Clock network drawn from the DEF:
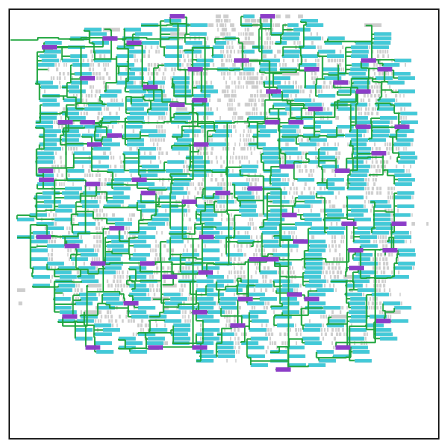
Placed standard cells:
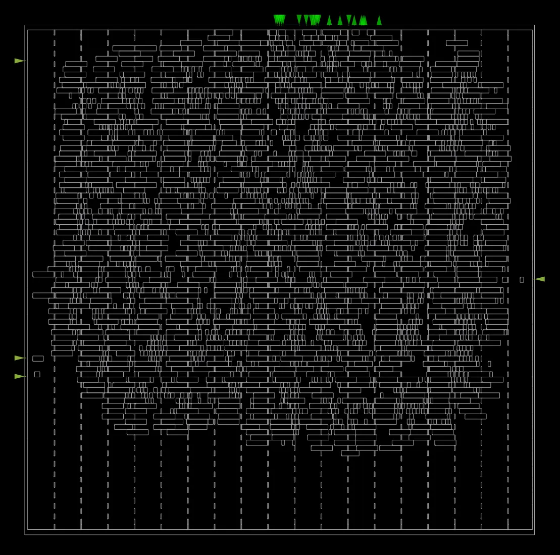
Nets reached from selected ports:
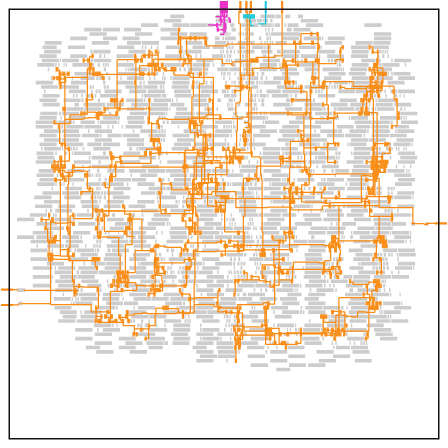
Wiring by layer:
Bar = 100 um.
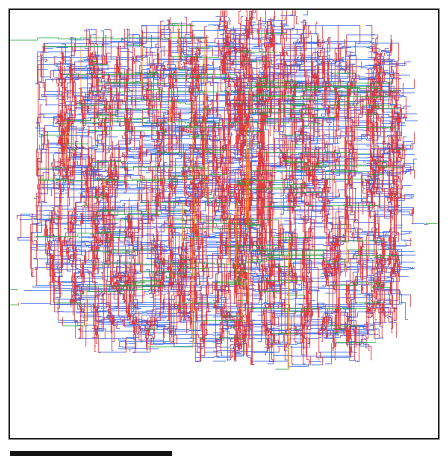
Design sync_ram_param_flat, sky130hd; sources not shown.
==> results.rst <==
Synthesis and place-and-route
=============================

.. list-table::
   :header-rows: 1

   * - Metric
     - Value
   * - Run status
     - completed
   * - Fin crit period
     - 4.03 ns
   * - CTS root buf
     - sky130_fd_sc_hd__clkbuf_16
   * - Peak supply drop
     - 0.174 mV
   * - Top cell types by occurrence after synthesis
     - 777 x sky130_fd_sc_hd__nand2_1, 645 x sky130_fd_sc_hd__edfxtp_1, 585 x sky130_fd_sc_hd__nand3_1
   * - Final standard cell count with taps included and fillers excluded
     - between 3,000 and 4,000
   * - DP Wirelength
     - 38,100 um
   * - Proportion of layout cells with a drive suffix above 1
     - 0.0690
   * - Fin area
     - between 30,000 and 40,000 um^2
   * - Setup-failing EPs final
     - 0
   * - Library cell contributing the largest single delay on the critical path
     - sky130_fd_sc_hd__nand4_2
   * - Vias/cell
     - 5.42
   * - Number of nets in the synthesized netlist
     - 2,420
   * - Sequential fraction of the synthesis area
     - 0.719
   * - Synthesized instance count
     - approximately 2,400
   * - Reg clk slew, reported paths
     - 0.06 ns
   * - CP Launch Type
     - primary input
   * - Number of buffers added by the clock tree synthesis step
     - just under 70
   * - Commonest Layout Cell
     - sky130_fd_sc_hd__nand2_1
   * - Class of the most critical hold timing path
     - register to register
   * - Setup repair after global routing missed its margin
     - no
   * - Avg Cell Area, Syn
     - between 10 and 15 um^2
   * - Flops & latches, synth
     - around 660
   * - Largest net degree at the start of global routing
     - 143
   * - First-pass iteration count of the detailed router
     - 5
   * - Distinct lib cells used
     - 30
Back to the opening pictures, 'clock network drawn from the DEF':
clock wires -> green  # length 7,610 um
clock-net drivers -> purple  # count 68
flip-flops -> cyan  # count 661
flops lie = all over the die
routed clock nets = 69
power dissipated in the clock network: 0.00421 W
latest clock arrival within the worst-skew pair: 0.61 ns
relative contribution of the clock network to total power: 0.440

Back to the opening pictures, 'placed standard cells':
filler cell count: 6,092
floorplan core area: 67,500 um^2

Back to the opening pictures, 'nets reached from selected ports':
`bus_err` -> cyan  # bits 1, direction output, edge top, end cells 1, buffers 1, wire 23.0 um
`bus_data_in` -> magenta  # bits 5, direction input, edge top, end cells 5, buffers 5, wire 79.4 um
`bus_address` -> orange  # bits 7, direction input, edge 4 top, 2 left, 1 right, end cells 645, buffers 13, wire 7,080 um
number of buffers added on ports: 23
number of primary I/O pins: 24

Back to the opening pictures, 'wiring by layer':
M4 -> orange  # wire length 1,370 um
M2 -> red  # wire length 32.9 mm
M1 -> blue  # wire length 28.9 mm
M3 -> green  # wire length 4,440 um
Routed Wire Length: 67,600 um
total number of vias: 17,900
drt wl/cell: 20.5 um
overall global routing resource usage: 0.194

-- cell families after synthesis --
group                      after synthesis  share of synthesized area
buffers and inverters                  183                     0.0327
and+or+nand+nor                       1535                      0.242
adders and majority gates                1                   0.000457
AOI/OAI and AO/OA                       22                    0.00580
DFF                                    661                      0.719
xor gates and xnor gates                 1                   0.000320
-- per-layer routing --
metal  GRT usage  routed length, um
met1       0.266              28900
met2       0.322              32900
met3      0.0296               4440
met4      0.0518               1370
met5           0                  0
-- worst min-delay path, delay by kind of cell, from the launching register on --
| kind | cells | cell delay, ns |
|---|---|---|
| and+or+nand+nor | 1 | 0.08 |
| DFF | 1 | 0.36 |
| buffers and inverters | 1 | 0.03 |
-- cell type report --
cell class | count | area, um^2
Fill cell | 6092 | 37100
Sequential cell | 661 | 19700
Multi-Input combinational cell | 1559 | 6800
Clock buffer | 79 | 1790
Tap cell | 873 | 1090
Clock inverter | 46 | 462
Timing Repair Buffer | 44 | 393
Inverter | 33 | 159
Antenna cell | 2 | 5.00
-- stage by stage --
stage / setup slack (ns) / hold slack, ns / power (W)
detailed placement: 1.49 / 0.436 / 0.00546
global placement: 1.53 / 0.442 / 0.00545
CTS: 2.14 / 0.462 / 0.00962
global route: 1.89 / 0.502 / 0.00984
finish: 2.07 / 0.469 / 0.00958
floorplan: 3.21 / 0.397 / 0.00533
-- power breakdown --
part	leakage [nW]	switching [W]	internal [W]	total [W]
clock	1.10	0.00173	0.00248	0.00421
sequential	6.52	0.00000335	0.00492	0.00492
combinational	3.27	0.000327	0.000119	0.000446
total	10.9	0.00206	0.00752	0.00958
Power figures rest on the tool's default switching activity, not on a simulated workload.
